`src/rtl/lcb_responder.sv`:
```
// LCB channel responder: receives a 4-byte request over a half-duplex UART link,
// validates it, then turns the line around and answers with address, command,
// RESP_BYTES payload bytes fetched from an external 1-cycle-latency memory, and
// an XOR checksum.
module lcb_responder #(
    parameter int unsigned CLKS_PER_BIT = 16,
    parameter logic [7:0]  DEV_ADDR     = 8'hA5,
    parameter int unsigned RESP_BYTES   = 4,
    parameter int unsigned TURN_CLKS    = 64,
    parameter int unsigned GAP_CLKS     = 320
) (
    input  logic       clk,
    input  logic       rst,
    input  logic       rx,
    output logic       tx,
    output logic       dirTX,
    output logic       dirRX,
    output logic [7:0] dataAddr,
    output logic       dataRd,
    input  logic [7:0] dataIn,
    output logic       reqValid,
    output logic [7:0] reqCmd,
    output logic [7:0] reqParam,
    output logic       errFrame,
    output logic       errSum,
    output logic       busy
);

    localparam int unsigned RX_CW     = $clog2(CLKS_PER_BIT);
    localparam int unsigned TX_MAX    = (TURN_CLKS > CLKS_PER_BIT) ? TURN_CLKS : CLKS_PER_BIT;
    localparam int unsigned TX_CW     = $clog2(TX_MAX);
    localparam int unsigned GAP_CW    = $clog2(GAP_CLKS);
    localparam int unsigned NUM_BYTES = RESP_BYTES + 3;

    typedef enum logic [1:0] {RxIdle, RxStart, RxData, RxStop} rx_state_e;
    typedef enum logic [2:0] {TxIdle, TxTurn, TxGuard, TxSend, TxHold} tx_state_e;

    rx_state_e          rx_state;
    logic               rx_meta, rx_sync, rx_prev;
    logic [RX_CW-1:0]   rx_cnt;
    logic [2:0]         rx_bit;
    logic [7:0]         rx_shift;
    logic [1:0]         pkt_idx;
    logic [7:0]         b0, b1, b2;
    logic [GAP_CW-1:0]  gap_cnt;

    tx_state_e          tx_state;
    logic [TX_CW-1:0]   tx_cnt;
    logic [3:0]         bit_idx;
    logic [4:0]         byte_idx;
    logic [7:0]         tx_byte, nxt_byte, csum;
    logic               rd_pend;

    logic stop_sample, addr_ok, sum_ok, accept, bit_end;
    logic [7:0] load_val;

    // Request decode at the stop-bit sample of the fourth byte; rx_shift holds the checksum byte
    always_comb begin
        stop_sample = (rx_state == RxStop) && (rx_cnt == RX_CW'(CLKS_PER_BIT - 1)) && !dirRX;
        addr_ok     = (b0 == DEV_ADDR);
        sum_ok      = (rx_shift == (b0 ^ b1 ^ b2));
        accept      = stop_sample && rx_sync && (pkt_idx == 2'd3) && addr_ok && sum_ok && !busy;
        bit_end     = (tx_cnt == TX_CW'(CLKS_PER_BIT - 1));
        load_val    = (byte_idx == 5'(NUM_BYTES - 2)) ? csum : nxt_byte;
    end

    // Receiver: synchroniser, byte deserialiser, packet assembly and request outputs
    always_ff @(posedge clk or posedge rst) begin
        if (rst) begin
            rx_meta  <= 1'b1;
            rx_sync  <= 1'b1;
            rx_prev  <= 1'b1;
            rx_state <= RxIdle;
            rx_cnt   <= '0;
            rx_bit   <= '0;
            rx_shift <= '0;
            pkt_idx  <= '0;
            b0       <= '0;
            b1       <= '0;
            b2       <= '0;
            gap_cnt  <= '0;
            reqValid <= 1'b0;
            reqCmd   <= '0;
            reqParam <= '0;
            errFrame <= 1'b0;
            errSum   <= 1'b0;
        end else begin
            rx_meta  <= rx;
            rx_sync  <= rx_meta;
            rx_prev  <= rx_sync;
            reqValid <= accept;
            errFrame <= 1'b0;
            errSum   <= 1'b0;
            if (accept) begin
                reqCmd   <= b1;
                reqParam <= b2;
            end
            if (dirRX) begin
                // Our own transmission owns the bus; forget any partial request
                rx_state <= RxIdle;
                pkt_idx  <= '0;
                gap_cnt  <= '0;
            end else begin
                unique case (rx_state)
                    RxIdle: begin
                        if (pkt_idx != 2'd0) begin
                            if (gap_cnt == GAP_CW'(GAP_CLKS - 1)) begin
                                pkt_idx <= '0;
                                gap_cnt <= '0;
                            end else begin
                                gap_cnt <= gap_cnt + 1'b1;
                            end
                        end
                        if (rx_prev && !rx_sync) begin
                            rx_state <= RxStart;
                            rx_cnt   <= '0;
                        end
                    end
                    RxStart: begin
                        if (rx_cnt == RX_CW'(CLKS_PER_BIT / 2 - 1)) begin
                            rx_cnt   <= '0;
                            rx_bit   <= '0;
                            rx_state <= rx_sync ? RxIdle : RxData;
                        end else begin
                            rx_cnt <= rx_cnt + 1'b1;
                        end
                    end
                    RxData: begin
                        if (rx_cnt == RX_CW'(CLKS_PER_BIT - 1)) begin
                            rx_cnt   <= '0;
                            rx_shift <= {rx_sync, rx_shift[7:1]};
                            rx_bit   <= rx_bit + 1'b1;
                            if (rx_bit == 3'd7) rx_state <= RxStop;
                        end else begin
                            rx_cnt <= rx_cnt + 1'b1;
                        end
                    end
                    RxStop: begin
                        if (stop_sample) begin
                            rx_state <= RxIdle;
                            gap_cnt  <= '0;
                            if (!rx_sync) begin
                                errFrame <= 1'b1;
                                pkt_idx  <= '0;
                            end else begin
                                if (pkt_idx == 2'd0) b0 <= rx_shift;
                                if (pkt_idx == 2'd1) b1 <= rx_shift;
                                if (pkt_idx == 2'd2) b2 <= rx_shift;
                                // Index wraps 3 -> 0 after the checksum byte
                                pkt_idx <= pkt_idx + 2'd1;
                                if (pkt_idx == 2'd3) errSum <= addr_ok && !sum_ok && !busy;
                            end
                        end else begin
                            rx_cnt <= rx_cnt + 1'b1;
                        end
                    end
                endcase
            end
        end
    end

    // Responder: turnaround delay, guard bit, serialised response, hold bit
    always_ff @(posedge clk or posedge rst) begin
        if (rst) begin
            tx_state <= TxIdle;
            tx_cnt   <= '0;
            bit_idx  <= '0;
            byte_idx <= '0;
            tx_byte  <= '0;
            nxt_byte <= '0;
            csum     <= '0;
            rd_pend  <= 1'b0;
            tx       <= 1'b1;
            dirTX    <= 1'b0;
            dirRX    <= 1'b0;
            dataRd   <= 1'b0;
            dataAddr <= '0;
            busy     <= 1'b0;
        end else begin
            dataRd  <= 1'b0;
            rd_pend <= dataRd;
            if (rd_pend) nxt_byte <= dataIn;
            case (tx_state)
                TxIdle: begin
                    if (accept) begin
                        busy     <= 1'b1;
                        tx_cnt   <= '0;
                        tx_state <= TxTurn;
                    end
                end
                TxTurn: begin
                    if (tx_cnt == TX_CW'(TURN_CLKS - 1)) begin
                        dirTX    <= 1'b1;
                        dirRX    <= 1'b1;
                        tx_cnt   <= '0;
                        tx_state <= TxGuard;
                    end else begin
                        tx_cnt <= tx_cnt + 1'b1;
                    end
                end
                TxGuard: begin
                    if (bit_end) begin
                        tx       <= 1'b0;
                        tx_byte  <= DEV_ADDR;
                        csum     <= DEV_ADDR;
                        nxt_byte <= reqCmd;
                        bit_idx  <= '0;
                        byte_idx <= '0;
                        tx_cnt   <= '0;
                        tx_state <= TxSend;
                    end else begin
                        tx_cnt <= tx_cnt + 1'b1;
                    end
                end
                TxSend: begin
                    if (!bit_end) begin
                        tx_cnt <= tx_cnt + 1'b1;
                    end else begin
                        tx_cnt <= '0;
                        if (bit_idx <= 4'd7) begin
                            tx      <= tx_byte[bit_idx[2:0]];
                            bit_idx <= bit_idx + 4'd1;
                        end else if (bit_idx == 4'd8) begin
                            tx      <= 1'b1;
                            bit_idx <= 4'd9;
                        end else if (byte_idx == 5'(NUM_BYTES - 1)) begin
                            tx_state <= TxHold;
                        end else begin
                            // Start the next byte and prefetch the payload byte after it
                            byte_idx <= byte_idx + 5'd1;
                            tx       <= 1'b0;
                            tx_byte  <= load_val;
                            csum     <= csum ^ load_val;
                            bit_idx  <= '0;
                            if (byte_idx < 5'(RESP_BYTES)) begin
                                dataRd   <= 1'b1;
                                dataAddr <= reqParam + {3'b000, byte_idx};
                            end
                        end
                    end
                end
                TxHold: begin
                    if (bit_end) begin
                        dirTX    <= 1'b0;
                        dirRX    <= 1'b0;
                        busy     <= 1'b0;
                        tx_state <= TxIdle;
                    end else begin
                        tx_cnt <= tx_cnt + 1'b1;
                    end
                end
                default: tx_state <= TxIdle;
            endcase
        end
    end

endmodule

```
`config.mk`:
```
export PLATFORM = sky130hd
export DESIGN_NAME = lcb_responder
export DESIGN_NICKNAME = d
export VERILOG_FILES = /design/src/rtl/lcb_responder.sv
export SDC_FILE = /design/constraint.sdc
export NUM_CORES = 1
export LEC_CHECK = 0
export CAP_MARGIN = 20
export CORE_MARGIN = 2
export CORE_UTILIZATION = 55
export CTS_CLUSTER_DIAMETER = 120
export DETAILED_ROUTE_END_ITERATION = 16
export GPL_TIMING_DRIVEN = 1
export PLACE_DENSITY = 0.75
export SKIP_LAST_GASP = 1
export SLEW_MARGIN = 20
export SYNTH_ARGS = -nofsm -noshare
export SYNTH_HDL_FRONTEND = slang
export SYNTH_SLANG_ARGS = --single-unit
```
`constraint.sdc`:
```
create_clock -name clk -period 7.94 [get_ports clk]
set_input_delay 0.794 -clock clk [delete_from_list [all_inputs] [get_ports clk]]
set_output_delay 0.794 -clock clk [all_outputs]
set_load 0.01 [all_outputs]
```
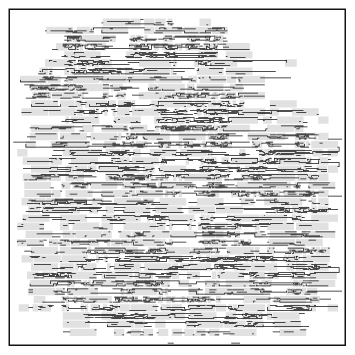
run_1/met1.png
(3 px per um) Cells faint in the background.
share of all routed wire: 45%
main direction: horizontal
via count: 4832
Routed WL: 14240 um
met1 GRT Util: 0.3184

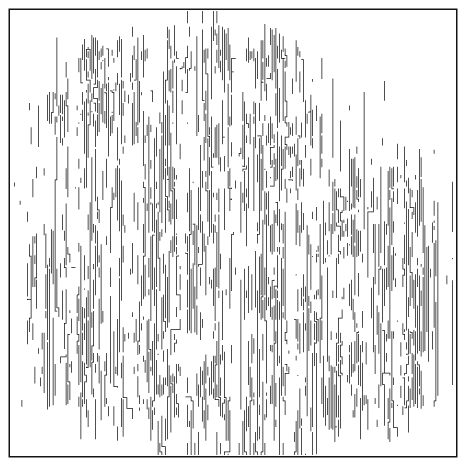
run_1/met2.png
(4 px per um)
share of all routed wire: 51%
wire length on this layer: 7200 um

==> changes_impl.md, run 1 <==
### Changed

* Tool warning count at 32
* Final setup margin at 5.307 ns
* Status: finished, final reports clean
* RSZ-0062 raised after global routing: no
* Largest fanout on the critical path at 18
* Max_cap viols at 0
* Cells after Synth at 638
* Cell Area, Placed at a little under 7000 sq um
* Power, Total at 1.641 mW
* And-or/or-and share of the synthesized area at 0.1230
* Crit Reg-Reg Endpoint: tx_cnt[3]$_DFFE_PP0P_
* Busiest layer in global routing: met2
* Setup Fix Bufs, Post-CTS at 0
* Slowest-stage cell, CP: or3_1
* Worst Hold End: rx_sync$_DFF_PP1_
* Storage cell area at 3233 sq um
* Layout cell share with drive strength beyond 1 at 0.1199
* Logic area at 2953 sq um
* Num Clock Sinks at about 130
* Root buffer cell: clkbuf_16
* Hold_sp: rx_meta$_DFF_PP1_
* Placed cells at 803
* Max Used Layer: met4
* Synth Net Count at 669
* CTS tree: done
* Top cell excl fill/tap: dfrtp_1
* GRT Total Usage at 0.2471
* First-pass DRT Iterations at 4
* Top class by area: flip-flops and latches
* Arr. time, crit path at 2.95 ns
* Met2 WL at 7202 um
* Fin nets at approximately 710
* Power Density at 217.8 nW/um^2
* Simple Share, Synth at 0.1690
* Placer Congestion at 0.8136
* Layout area overhead at 18.52%
* Mapped Area at 6359 sq um
* DPL Wire Length at about 9500 um
* NonClk Buf Share at 0.06027
* CP Cell Sequence: nand2_1 > nor4_4 > nand3_1 > or3_1 > a221o_1 > a22o_1
* Final hold vios at 0
* Average cell area after synthesis at 9.966 sq um
* DIE HEIGHT at 111.5 um
* Met3 wire length at around 470 um
* WHS at between 0.3 and 0.4 ns
* R2r startpoint: rx_state[0]$_DFFE_PP0P_
* Register bit total from synthesis at 129
* Final-report setup violation count at 0
* TritonCTS Buffers at 17
* Seq pwr share at 0.434
* Post-CTS sizing at 0
* Flop+latch power at 712 uW
* Cell family with most CP delay: simple AND/OR/NAND/NOR gates
* Non-Clock Inverter Count at 24
* FILL cells at 898
* Kind of critical path: reg -> reg
* Clk pwr share at 0.496
* Vias in the first global route at ~4.9k
* Ys cells at roughly 640
* Global-route wire length before repair at 24300 um
* Hold/Removal Path Class: reg -> reg
* H-tree levels at 4
* Init Core Util at 0.5593
* Bufs w/o clock at ~46
* Xor+xnor area frac at 0.03994
* Top Layout Cells: dfrtp_1, nand2_1, o21ai_0
* Worst VDD drop at 0.1954 mV
* Most flops, register: gap_cnt
* Crit start category: flop
* Hold depth at 0
* Reg2reg path depth at 6
* Top pwr grp: the clock network
* Chip area at ~12000 sq um
* Multi-input combinational cell count at 461
* Fmax at 379.7 MHz
* Flop count at around 130
* # Taps at 143
* Clock buffer depth at 2
* Worst clock skew at 0.01058 ns
* Worst-Margin Slew at 0.9845 ns
* Core Region at ~11000 sq um
* Yosys synthesis warning count at 0
* Largest net degree at the start of global routing at 83
* Combinational cell power at 115 uW
* Chip Area, Yosys at 6359 sq um
* Main logic family after synthesis: simple AND/OR/NAND/NOR gates
* Clock network area share at 0.08285
* Mux share at 0.08953
* Seq area share at 0.4290
* Psw at 394.2 uW
* Final Critical Period at about 2.6 ns
* # clk buffers at 21
* Metal1 wirelength at around 6400 um
* Slew margin rel. at 0.3413
* Max-slew violation count at 0
* Reg clk slew, reported paths at 0.06 ns
* Drt via density at about 5.8
* Asr flop ratio synth at 1.000
* Final core utilization at 0.6628
* Critical path capture point type: flop
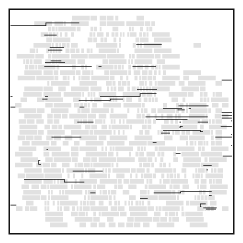
run_1/met3.png
(2 px per um) Cells faint in the background.
longest straight run: 30.8 um
share of all routed wire: 3.3%
wire length on this layer: 466 um
global routing usage on met3: 0.05661

-- run 1: Yosys cell counts, drive strengths merged (2+ instances only) --
library cell,count,share of area
and2,3,0.0030
o21ai,66,0.052
ha,19,0.037
nand3,26,0.021
clkbuf,17,0.010
xnor2,23,0.032
nand3b,2,0.0024
xor2,6,0.0083
nor2b,9,0.0089
o31ai,7,0.0083
nor2,37,0.022
dfstp,4,0.017
mux4,2,0.0071
a32o,2,0.0031
nand2,111,0.066
and3,5,0.0049
a21o,6,0.0071
a21oi,21,0.017
a211oi,3,0.0035
buf,7,0.0053
nor4,2,0.0043
a31oi,7,0.0069
mux2i,13,0.020
mux2,35,0.062
nand4,4,0.0039
nor3,20,0.017
dfrtp,125,0.49
a22o,8,0.011
inv,24,0.014
nand4b,3,0.0041
run_1/final_congestion.png
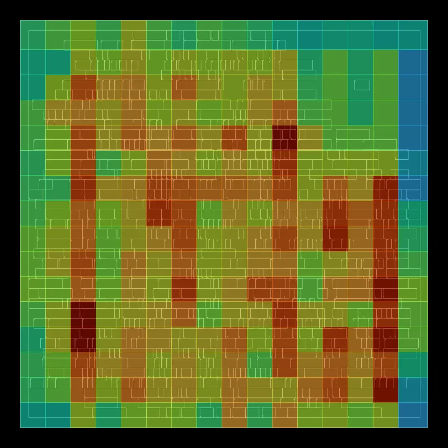

## Run 2: what changed since run 1
Clock period 7.94 ns to 2.5 ns, I/O delays scaled along.
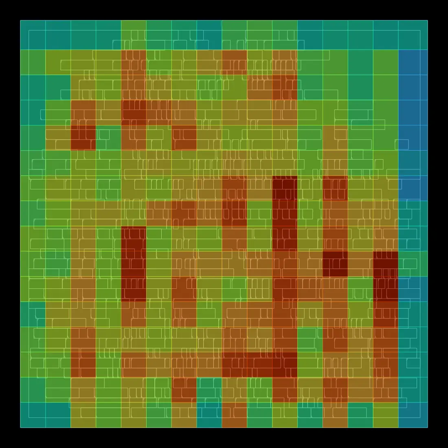
run_2/final_congestion.png
met1 GRT Util: 0.3141
global routing usage on met3: 0.06696
busiest layer in global routing: met2
final core utilization: 0.6702

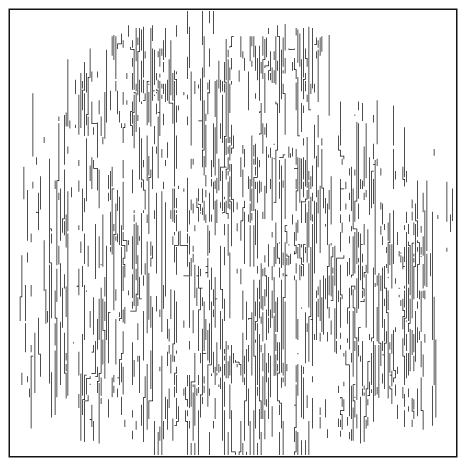
run_2/met2.png
(4 px per um)
share of all routed wire: 49%
main direction: vertical
met2 Use GR: 0.3890
Routed WL: 13950 um

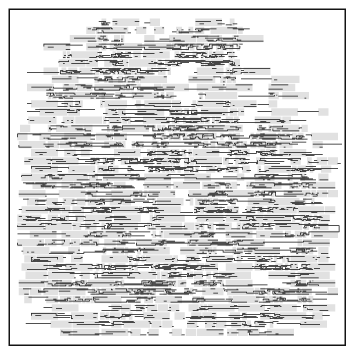
run_2/met1.png
(3 px per um) Cells faint in the background.
nets with wire on the layer: 669
share of all routed wire: 45%
via count: 4872

==> run 2 against run 1 <==
Compared with the run above:
- final area up 1.1%
- clock power rose to 3.1 times the previous value
- worst setup slack worse by 5.1 ns
- count of clock-buffer cells in the layout up 1
- sequential power rose to 3.1 times the previous value
- synthesized area unchanged
- die size unchanged
- via count up 0.83%
- sequential cell count unchanged
- sequential share of layout area down 0.47 points
- critical endpoint is now tx_cnt[2]$_DFFE_PP0P_
==> changes_impl.md, run 2 <==
### Changed

* Worst Hold End: rx_meta$_DFF_PP1_
* Crit Reg-Reg Endpoint: tx_cnt[2]$_DFFE_PP0P_
* Arr. time, crit path at ~2.5 ns
* Layout cell share with drive strength beyond 1 at 0.1333
* Largest area contributor in the netlist: dfrtp_1
* Asr flop ratio synth at 1.000
* Vias in the first global route at 4910
* Fmax at 444.0 MHz
* DPL Wire Length at 9749 um
* DIE HEIGHT at 111.5 um
* Chip area at 12440 sq um
* Met3 wire length at 573 um
* Most flops, register: gap_cnt
* Worst VDD drop at ~0.59 mV
* TritonCTS Buffers at 17
* Tool warning count at 32
* Power Density at between 600 and 700 nW/um^2
* Mapped Area at 6359 sq um
* Final setup margin at 0.2479 ns
* Kind of critical path: reg -> reg
* CTS tree: done
* Metal1 wirelength at 6241 um
* CP Cell Sequence: ha_1 > nand3_2 > nor4_4 > nand3_1 > or3_1 > buf_4 > a211oi_1 > o32ai_1
* Final-report setup violation count at 0
* Top Layout Cells: dfrtp_1, nand2_1, o21ai_0
* Layout area overhead at 19.83%
* Slew margin rel. at 0.5938
* Final Critical Period at 2.252 ns
* Init Core Util at 0.5593
* R2r startpoint: rx_cnt[1]$_DFFE_PP0P_
* Register bit total from synthesis at 129
* Top cells by area: dfrtp_1, nand2_1, mux2_2
* Hold_sp: rx
* Cell Area, Placed at 7024 sq um
* H-tree levels at 4
* GRT Total Usage at 0.2417
* Largest fanout on the critical path at 17
* Num Clock Sinks at roughly 130
* Reg2reg path depth at 8
* Fin nets at slightly above 700
* Commonest cells in the netlist: dfrtp_1, nand2_1, o21ai_0, nor2_1, mux2_2
* Worst clock skew at 0.007469 ns
* Critical path capture point type: flop
* Max Used Layer: met4
* Worst-Margin Slew at 0.6011 ns
* Count leader, synth: dfrtp_1
* Simple Share, Synth at 0.1690
* RSZ-0062 raised after global routing: no
* Cells after Synth at 638
* First-pass DRT Iterations at 6
* Setup Fix Bufs, Post-CTS at 0
* Top cell excl fill/tap: dfrtp_1
* Xor+xnor area frac at 0.03994
* Average cell area after synthesis at 9.966 sq um
* Synth Net Count at 669
* Clk_lat worst skew at 0.42 ns
* Main logic family after synthesis: simple AND/OR/NAND/NOR gates
* Hold/Removal Path Class: in -> reg
* Core Region at 11370 sq um
* Mux share at 0.08953
* Largest net degree at the start of global routing at around 54
* Cell family with most CP delay: simple AND/OR/NAND/NOR gates
* Reg clk slew, reported paths at 0.05 ns
* Stages on worst setup path at 8
* Max_cap viols at 0
* Clock buffer depth at 2
* IO Port Bufs at roughly 42
* Slowest-stage cell, CP: dfrtp_1
* Root buffer cell: clkbuf_16
* And-or/or-and share of the synthesized area at 0.1230
* Placed cells at 817
* Yosys synthesis warning count at 0
* Crit start category: flop
* Chip Area, Yosys at ~6400 sq um
* Post-CTS sizing at 0
* Placer Congestion at 0.8574
* Final hold vios at 0
* Ys cells at 638
* Status: finished, final reports clean
-- run 2: cell type report --
class | count | area [sq um]
sequential | 129 | 3233
tap | 143 | 178.9
clock inverter | 9 | 131.4
multi-input combinational | 461 | 2938
inverter | 24 | 93.84
timing repair buffer | 60 | 580.6
clock buffer | 22 | 464.2
fill | 893 | 3750
-- run 2: cells by family after synthesis --
group / Yosys count
buf+inv: 48
mux: 50
compound gates: 131
flops: 129
simple gates: 231
xor+xnor: 29
fa+ha+maj: 20
-- run 2: power breakdown --
group,switching (mW),internal (mW),leakage (nW)
clock network,0.887,1.61,0.294
registers,0.0698,2.15,1.73
logic,0.245,0.173,1.47
Power figures rest on the tool's default switching activity, not on a simulated workload.
